File: src/rtl/stochastic_adc_ti_array.sv
// Time-interleaved stochastic ADC array.
// Signed input samples are dealt round-robin to Nch slices. Each slice applies
// its own offset/gain calibration and quantises to sign-magnitude with clamping.
// A completed frame of Nch slices is presented as one wide word plus a clip count.
module stochastic_adc_ti_array #(
  parameter int Nch    = 16,
  parameter int Nin    = 12,
  parameter int Nadc   = 8,
  parameter int Ngain  = 8,
  parameter int Nshift = 4
) (
  input  logic                    clk_in,
  input  logic                    rst,
  input  logic                    en_sync_in,
  output logic                    en_sync_out,
  input  logic [Nch-1:0]          en_slice,
  input  logic                    vin_valid,
  input  logic signed [Nin-1:0]   vin,
  input  logic                    cal_we,
  input  logic [$clog2(Nch)-1:0]  cal_addr,
  input  logic signed [Nin-1:0]   cal_ofs,
  input  logic [Ngain-1:0]        cal_gain,
  output logic                    out_valid,
  output logic [Nch-1:0]          sign_out,
  output logic [Nch*Nadc-1:0]     adder_out,
  output logic [$clog2(Nch):0]    clip_cnt
);

  localparam int PW  = $clog2(Nch);
  localparam int CW  = PW + 1;
  localparam int DW  = Nin + 1;
  localparam int PRW = DW + Ngain;
  localparam int SH  = Ngain - 1 + Nshift;
  localparam int MW  = Nadc - 1;
  localparam logic [PRW-1:0]   FULL_SCALE = {{(PRW-MW){1'b0}}, {MW{1'b1}}};
  localparam logic [Ngain-1:0] GAIN_UNITY = Ngain'(1) << (Ngain - 1);
  localparam logic [PW-1:0]    LAST_SLICE = PW'(Nch - 1);

  // Magnitude exceeds the representable full scale.
  function automatic logic is_clip(input logic [PRW-1:0] m);
    return m > FULL_SCALE;
  endfunction

  // Clamp a full-width magnitude to the Nadc-bit field (top bit always 0).
  function automatic logic [Nadc-1:0] sat_mag(input logic [PRW-1:0] m);
    logic [PRW-1:0] c;
    c = is_clip(m) ? FULL_SCALE : m;
    return {1'b0, c[MW-1:0]};
  endfunction

  logic                  en_q;
  logic [PW-1:0]         ph;
  logic signed [Nin-1:0] ofs  [Nch];
  logic [Ngain-1:0]      gain [Nch];

  logic signed [Nin-1:0] vin_p1;
  logic [PW-1:0]         ph_p1;
  logic                  vld_p1;

  logic                  sign_p2;
  logic [Nadc-1:0]       mag_p2;
  logic                  clip_p2;
  logic [PW-1:0]         slice_p2;
  logic                  vld_p2;

  logic [Nch-1:0]        sign_buf;
  logic [Nch*Nadc-1:0]   mag_buf;
  logic [CW-1:0]         clip_acc;

  logic signed [DW-1:0]  d_p1;
  logic [DW-1:0]         abs_p1;
  logic [PRW-1:0]        prod_p1;
  logic [PRW-1:0]        m_p1;
  logic [Nch-1:0]        frame_sign;
  logic [Nch*Nadc-1:0]   frame_mag;
  logic [CW-1:0]         clip_sum;

  assign en_sync_out = en_q;

  // Enable alignment register and round-robin phase counter (held at 0 while disabled).
  always_ff @(posedge clk_in) begin
    if (rst) begin
      en_q <= 1'b0;
      ph   <= '0;
    end else begin
      en_q <= en_sync_in;
      if (!en_q)
        ph <= '0;
      else if (vin_valid)
        ph <= ph + PW'(1);
    end
  end

  // Per-slice calibration table; accepted regardless of enable.
  always_ff @(posedge clk_in) begin
    if (rst) begin
      for (int i = 0; i < Nch; i++) begin
        ofs[i]  <= '0;
        gain[i] <= GAIN_UNITY;
      end
    end else if (cal_we) begin
      ofs[cal_addr]  <= cal_ofs;
      gain[cal_addr] <= cal_gain;
    end
  end

  // ---- stage 1: capture sample, slice index and accept flag ----
  // Input capture register.
  always_ff @(posedge clk_in) begin
    if (rst) begin
      vin_p1 <= '0;
      ph_p1  <= '0;
      vld_p1 <= 1'b0;
    end else begin
      vin_p1 <= vin;
      ph_p1  <= ph;
      vld_p1 <= vin_valid & en_q;
    end
  end

  // Offset removal and gain at full width; calibration is read before any same-edge write lands.
  always_comb begin
    d_p1    = DW'(vin_p1) - DW'(ofs[ph_p1]);
    abs_p1  = d_p1[DW-1] ? DW'(-d_p1) : DW'(d_p1);
    prod_p1 = PRW'(abs_p1) * PRW'(gain[ph_p1]);
    m_p1    = prod_p1 >> SH;
  end

  // ---- stage 2: quantised sign-magnitude result for one slice ----
  // Quantiser register; disabled slices report sign 0, magnitude 0, no clip.
  always_ff @(posedge clk_in) begin
    if (rst) begin
      sign_p2  <= 1'b0;
      mag_p2   <= '0;
      clip_p2  <= 1'b0;
      slice_p2 <= '0;
      vld_p2   <= 1'b0;
    end else begin
      slice_p2 <= ph_p1;
      vld_p2   <= vld_p1 & en_q;
      if (en_slice[ph_p1]) begin
        sign_p2 <= ~d_p1[DW-1];
        mag_p2  <= sat_mag(m_p1);
        clip_p2 <= is_clip(m_p1);
      end else begin
        sign_p2 <= 1'b0;
        mag_p2  <= '0;
        clip_p2 <= 1'b0;
      end
    end
  end

  // Frame buffer as it looks with the current stage-2 result merged in.
  always_comb begin
    frame_sign = sign_buf;
    frame_mag  = mag_buf;
    if (vld_p2) begin
      frame_sign[slice_p2]              = sign_p2;
      frame_mag[slice_p2*Nadc +: Nadc]  = mag_p2;
    end
    clip_sum = clip_acc + CW'(clip_p2);
  end

  // ---- stage 3: frame assembly and output presentation ----
  // Buffer update, clip accumulation and frame hand-off on the last slice.
  always_ff @(posedge clk_in) begin
    if (rst) begin
      sign_buf  <= '0;
      mag_buf   <= '0;
      clip_acc  <= '0;
      out_valid <= 1'b0;
      sign_out  <= '0;
      adder_out <= '0;
      clip_cnt  <= '0;
    end else begin
      out_valid <= 1'b0;
      if (!en_q) begin
        sign_buf <= '0;
        mag_buf  <= '0;
        clip_acc <= '0;
      end else if (vld_p2) begin
        sign_buf <= frame_sign;
        mag_buf  <= frame_mag;
        if (slice_p2 == LAST_SLICE) begin
          sign_out  <= frame_sign;
          adder_out <= frame_mag;
          clip_cnt  <= clip_sum;
          out_valid <= 1'b1;
          clip_acc  <= '0;
        end else begin
          clip_acc <= clip_sum;
        end
      end
    end
  end

endmodule

File: config.mk
export PLATFORM = sky130hd
export DESIGN_NAME = stochastic_adc_ti_array
export DESIGN_NICKNAME = d
export VERILOG_FILES = /design/src/rtl/stochastic_adc_ti_array.sv
export SDC_FILE = /design/constraint.sdc
export NUM_CORES = 1
export LEC_CHECK = 0
export CAP_MARGIN = 20
export CORE_ASPECT_RATIO = 0.7
export CORE_MARGIN = 4
export CORE_UTILIZATION = 50
export DETAILED_ROUTE_END_ITERATION = 10
export GPL_TIMING_DRIVEN = 0
export PLACE_DENSITY_LB_ADDON = 0.25
export SLEW_MARGIN = 0
export SYNTH_ARGS = -nofsm -noshare
export SYNTH_HDL_FRONTEND = slang
export SYNTH_SLANG_ARGS = --single-unit
File: constraint.sdc
create_clock -name clk_in -period 15.5 [get_ports clk_in]
set_input_delay 1.55 -clock clk_in [delete_from_list [all_inputs] [get_ports clk_in]]
set_output_delay 1.55 -clock clk_in [all_outputs]
set_load 0.02 [all_outputs]
### Signal wires on met4

Scale: 1 px per um. Supply wires on this layer in gray. Cells faint in the background.
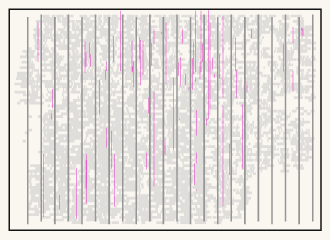
longest straight run = 109 um
wire length on this layer = 2100 um
share of all routed wire = 2.1%

### Clock wiring as the flow saved it

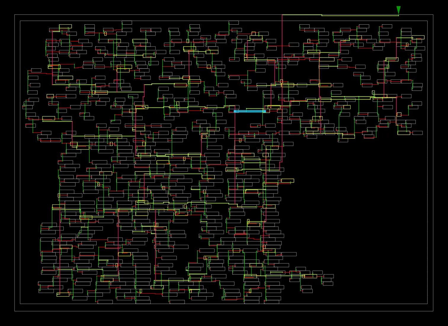
Flops: 654
Setup Skew: 0.07715 ns
# clock sinks: 654

### The metal 3 layer

Scale: 1.5 px per um. Cells faint in the background.
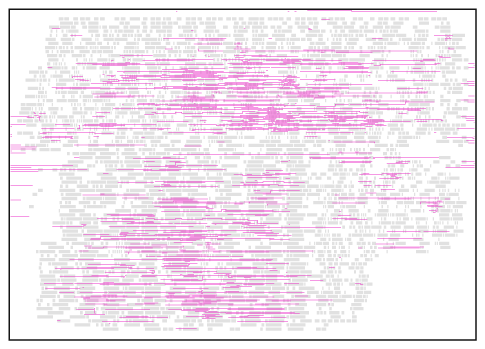
longest straight run = 138 um
main direction = horizontal

==> impl_metrics.env <==
# physical design summary
export IMPL_drive_gt1_frac=0.07864
export IMPL_tritoncts="yes"
export IMPL_buf_share=0.07921
export IMPL_powerClk_mw=1.52
export IMPL_initCoreUtil=0.5056
export IMPL_drc=0
export IMPL_cts_buffers=60
export IMPL_gp_routability_congestion=0.9525
export IMPL_worst_hold_slack_ns=0.4558
export IMPL_wl_met3_um=12620
export IMPL_grt_pass1_vias=24130
export IMPL_fin_total_pwr_mw=5.791
export IMPL_nWellTaps=829
export IMPL_layout_cells_non_filler=4187
export IMPL_cts_max_level=2
export IMPL_r2r_cells=35
export IMPL_cp_required_ns=15.99
export IMPL_ys_flops=654
export IMPL_start_kind="flop"
export IMPL_cts_resized=0
export IMPL_max_stage_delay_ns=0.79
export IMPL_status="complete, no violations"
export IMPL_cp_depth=35
export IMPL_power_group_top="combinational cells"
export IMPL_p_comb_frac=0.407
export IMPL_detailed_place_area_um2=35070
export IMPL_ys_warn_count=0
export IMPL_nNonClkBuffers=430
export IMPL_antenna_found_initial=5
export IMPL_globalRouteMet2Util=0.4176
export IMPL_yosys_top_cells_count="nor2_1 (403), dfxtp_1 (334), edfxtp_1 (320)"
export IMPL_worst_slew_pin_slew_ns=1.179
export IMPL_finalHoldViolCount=0
export IMPL_tool_warnings=30
export IMPL_reg2reg_from="ph_p1[1]$_SDFF_PP0_"
export IMPL_top_area_frac=0.3007
export IMPL_holdPathStages=2
export IMPL_wl_met2_um=41770
export IMPL_ff_latch_area_um2=16300
export IMPL_layout_top_cell="nor2_1"
export IMPL_gr_total_overflow=0
export IMPL_fill_cells=5177
export IMPL_die_h_um=219.5
export IMPL_hp_class="flop to flop"
export IMPL_largest_register_ffs=192
export IMPL_vias_per_cell=5.959
export IMPL_vdd_drop_max_uv=215.3
export IMPL_syn_nets=3221
export IMPL_syn_area_per_cell_um2=10.52
export IMPL_pre_cts_ws_ns=3.592
export IMPL_grt_use_total=0.2884
export IMPL_use_met1=0.4315
export IMPL_mux_area_frac=0.07968
export IMPL_top_logic_kind="simple AND/OR/NAND/NOR gates"
export IMPL_async_reset_ff_frac=0
export IMPL_pwr_share_clk=0.262
export IMPL_path_clk_slew_ns=0.07
export IMPL_crit_path_end="clip_p2$_SDFF_PP0_"
export IMPL_clock_latency_ns=0.66
export IMPL_largest_register="ofs"
export IMPL_crit_start="ph_p1[1]$_SDFF_PP0_"
export IMPL_p_sw_frac=0.3797
export IMPL_hold_path_end="mag_buf[3]$_SDFFE_PP0P_"
export IMPL_largest_cell_class="registers"
export IMPL_area_growth_syn_to_layout_pct=16.01
export IMPL_r2r_slack_ns=3.37
